Fig. 1: run 1, the metal 4 layer
Drawn at 2 px/um. Cells faint in the background.
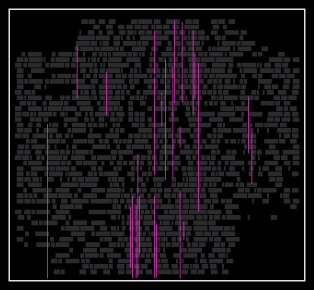
Fig. 2: run 1, layout detail
Region (100, 24) to (120, 44) um. Cells in grey, sequential cells in the stronger grey; small squares are vias.
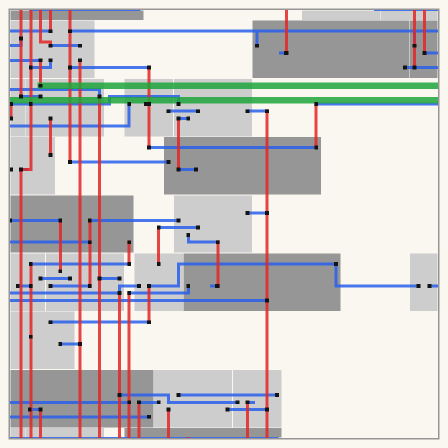
Fig. 3: run 1, clock network drawn from the DEF
Drawn at 2 px/um.
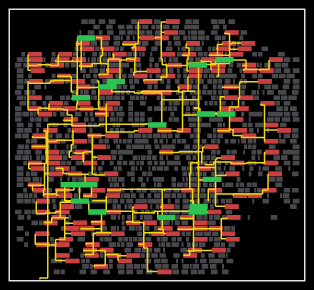
==> config.mk <==
export PLATFORM = sky130hd
export DESIGN_NAME = mprj_gpio_ctrl
export DESIGN_NICKNAME = d
export VERILOG_FILES = /design/src/rtl/mprj_gpio_ctrl.sv
export SDC_FILE = /design/constraint.sdc
export NUM_CORES = 1
export LEC_CHECK = 0
export ABC_AREA = 0
export CORE_AREA = 2 2 145 133
export CTS_BUF_LIST = sky130_fd_sc_hd__clkbuf_8 sky130_fd_sc_hd__clkbuf_16
export CTS_CLUSTER_SIZE = 16
export DETAILED_ROUTE_END_ITERATION = 7
export DIE_AREA = 0 0 147 135
export GPL_TIMING_DRIVEN = 1
export PLACE_DENSITY = 0.75
export RECOVER_POWER = 25
export SLEW_MARGIN = 10
export SYNTH_ARGS = -nofsm -noshare
export SYNTH_HDL_FRONTEND = slang
export SYNTH_SLANG_ARGS = --single-unit
==> constraint.sdc <==
create_clock -name wb_clk_i -period 1.92 [get_ports wb_clk_i]
set_input_delay 0.192 -clock wb_clk_i [delete_from_list [all_inputs] [get_ports wb_clk_i]]
set_output_delay 0.192 -clock wb_clk_i [all_outputs]
set_load 0.005 [all_outputs]
==> results.json <==
{
  "end_kind": "flip-flop",
  "cts-root-buf": "clkbuf_16",
  "edf_count": 0,
  "cts_sinks": 185,
  "power_density_mw_per_mm2": 727,
  "fin_util_pct": 62.3,
  "numCtsBuffers": 17,
  "critPathMaxStageDelay_ps": 570,
  "gp_congestion": 0.874,
  "grt_use_total_pct": 24.4,
  "path_cells": "clkdlybuf4s50_1 -> or3_1 -> a211o_4 -> or4_4 -> o32ai_1",
  "synth_area_sq_mm": 0.00771,
  "switching_share_pct": 23.0,
  "worstRegToRegCells": 5,
  "syn_nets": 930,
  "required_ps": 2250,
  "final_common_cell": "clkdlybuf4s50_1",
  "maxCapViolCount": 0,
  "fin_crit_ps": 1880,
  "placed_area_sq_mm": 0.0106,
  "cts.clk_slew.worst_paths_ps": 70,
  "slowest_stage": "or4_4",
  "switchingPower_uw": 1900,
  "critPathLaunchType": "primary input",
  "synth.avg_cell_area_sq_um": 9.41,
  "wl_met1_um": 10700,
  "grt_pass1_vias": 6950,
  "period_used_pct": 97.9,
  "drive_above_1_share_pct": 14.7,
  "fp-row-count": 47,
  "intPower_uw": 6350,
  "yosys_warnings": 0,
  "synth.ff_latch_count": 185,
  "clock_path_buffers": 2,
  "min_path_cells": 2,
  "via_per_inst": 5.48,
  "ff_type": "dfxtp_1",
  "top_layer": "met4",
  "drv_slew": 0,
  "p_comb_share_pct": 7.1,
  "r2r_slack_ps": 90,
  "htreeDepth": 4,
  "synth-area-yosys_sq_mm": 0.00771,
  "die_x_um": 147,
  "post-route-cell-area_sq_mm": 0.0114,
  "placement.io_buffers": 219,
  "drtIter0Drc": 621,
  "final_antenna_net_count": 0,
  "area.growth.synth_to_final_pct": 47.2,
  "die_h_um": 135,
  "initCoreUtil_pct": 42.3,
  "tool_warnings": 28,
  "grt_pass1_wl_um": 37700,
  "dieArea_sq_mm": 0.0198,
  "final_cell_mix": "clkdlybuf4s50_1 (218), dfxtp_1 (185), nor2b_1 (76), buf_4 (76), inv_1 (69)",
  "slew_headroom_pct": 45.5,
  "core-area_sq_mm": 0.0182,
  "grt_max_degree": 184,
  "max_clock_freq_mhz": 532,
  "ys_async_sr_fraction_pct": 0,
  "final_nets": 1176,
  "ys_types": 40,
  "syn_inst": 819,
  "dr.pass1.iters": 5,
  "outcome": "complete, no violations",
  "worst-path-max-fanout": 8,
  "finalHoldViolations": 0,
  "critPathArrivalTime_ps": 2210,
  "tightest_slew_ps": 818,
  "leakage_uw": 0.00387,
  "wl_met2_um": 10600,
  "cts_tree": "yes",
  "grt_overflow": 0,
  "io_pins": 220,
  "grt_antenna_before_repair": 2,
  "worst-setup-path-type": "in -> reg",
  "drc": 0,
  "synth_seq_share_pct": 48.0,
  "ys_cells": 819,
  "met3_wirelength_um": 2060,
  "peakVddDrop_v": 0.000632,
  "setup_violations": 0
}
## Picture notes: Fig. 1
- share of all routed wire: 3.8%
- nets with wire on the layer: 21
- main direction: vertical
- wire length on this layer: 923 um
vias after detailed routing: 7,254
final wirelength: 24,300 um

## Picture notes: Fig. 2
- met1: blue
- met3: green
- met2: red
- cells with their middle in the window: 18
- most frequent: nand2b_1 (5), mux2i_1 (5), dfxtp_1 (5)
- sequential cells in the window: 5

## Picture notes: Fig. 3
- flip-flops: red (count 185)
- clock wires: yellow (length 2,100 um)
- cells driving clock nets: green (count 17)
- flops lie: all over the die
clk_skew: 9.23 ps
Clock net power: 3740 uW
Latency at later pin: 430 ps
Clk pwr share: 45.3%

[run 1: worst max-delay path, delay by kind of cell]
family          cells  cell delay [ps]
simple gates        2             1040
compound gates      2              550
buf+inv             1              430
[run 1: power groups by stage]
stage | logic, uW | clock network (uW) | registers (uW)
after floorplan | 220 | 0 | 4010
after global placement | 570 | 0 | 4020
after detailed placement | 578 | 0 | 4020
after CTS | 581 | 3800 | 3930
after global routing | 628 | 3960 | 3930
final | 586 | 3740 | 3930
[run 1: synthesized netlist by cell type (2+ instances only)]
cell type / n / area (sq um)
nand4_1: 35 / 219
nor2_1: 5 / 18.8
nor4_1: 30 / 188
or4_4: 3 / 33.8
nand4_2: 3 / 37.5
inv_1: 69 / 259
or2_2: 2 / 12.5
buf_6: 4 / 45.0
nor3_2: 2 / 20.0
a21oi_1: 35 / 175
nand2_1: 28 / 105
nor4_4: 3 / 63.8
o32ai_1: 30 / 263
nor4_2: 3 / 37.5
mux2i_1: 18 / 180
buf_2: 6 / 30.0
nor2b_1: 76 / 475
and2_1: 3 / 18.8
o31ai_1: 52 / 390
mux2_2: 12 / 135
dfxtp_1: 185 / 3700
buf_1: 7 / 26.3
nand2b_1: 49 / 307
clkbuf_1: 63 / 236
or4_1: 2 / 15.0
a22oi_1: 37 / 278
a211oi_1: 25 / 188
o41ai_1: 2 / 17.5
and4_1: 7 / 61.3
or3_1: 2 / 12.5
nor3_1: 12 / 60.1
[run 1: final cells by class]
cell class	count	area, sq um
Timing Repair Buffer	307	2970
Clock buffer	17	425
Clock inverter	15	208
Tap cell	245	307
Inverter	69	259
Sequential cell	185	3700
Multi-Input combinational cell	485	3480
Antenna cell	1	2.50
Fill cell	1505	6880
[run 1: per-layer routing]
layer | vias up | GRT usage [%]
met5 | - | 0
li1 | 3452 | -
met2 | 331 | 36.9
met4 | 0 | 11.6
met3 | 55 | 7.03
met1 | 3416 | 32.3
[run 1: timing repair]
action                                  4_1_cts  5_1_grt
gates resized                                 2       13
hold buffers                                  0        0
cloned                                        1        0
pin swaps                                     1        3
buffers inserted                              2        4
endpoints found under the hold margin         0        0
endpoints found under the setup margin       12       57
[run 1: cell families after synthesis]
| family | share of synthesized area (%) |
|---|---|
| simple gates | 22.7 |
| compound gates | 17.4 |
| flops | 48.0 |
| buf+inv | 7.74 |
| mux | 4.09 |
[run 1: through the flow]
step | TNS, ps | setup WS (ps) | power, uW | hold slack [ps] | std cells
after floorplan | 0 | 29.1 | 4230 | 320 | 819
after global placement | -35260 | -436 | 4590 | 419 | 1284
after detailed placement | -37130 | -500 | 4600 | 420 | 1284
after CTS | 0 | 25.9 | 8310 | 292 | 1319
after global routing | -41.7 | -17.1 | 8520 | 293 | 1324
final | 0 | 41.0 | 8260 | 305 | 1324
Power and IR drop assume default switching activity.
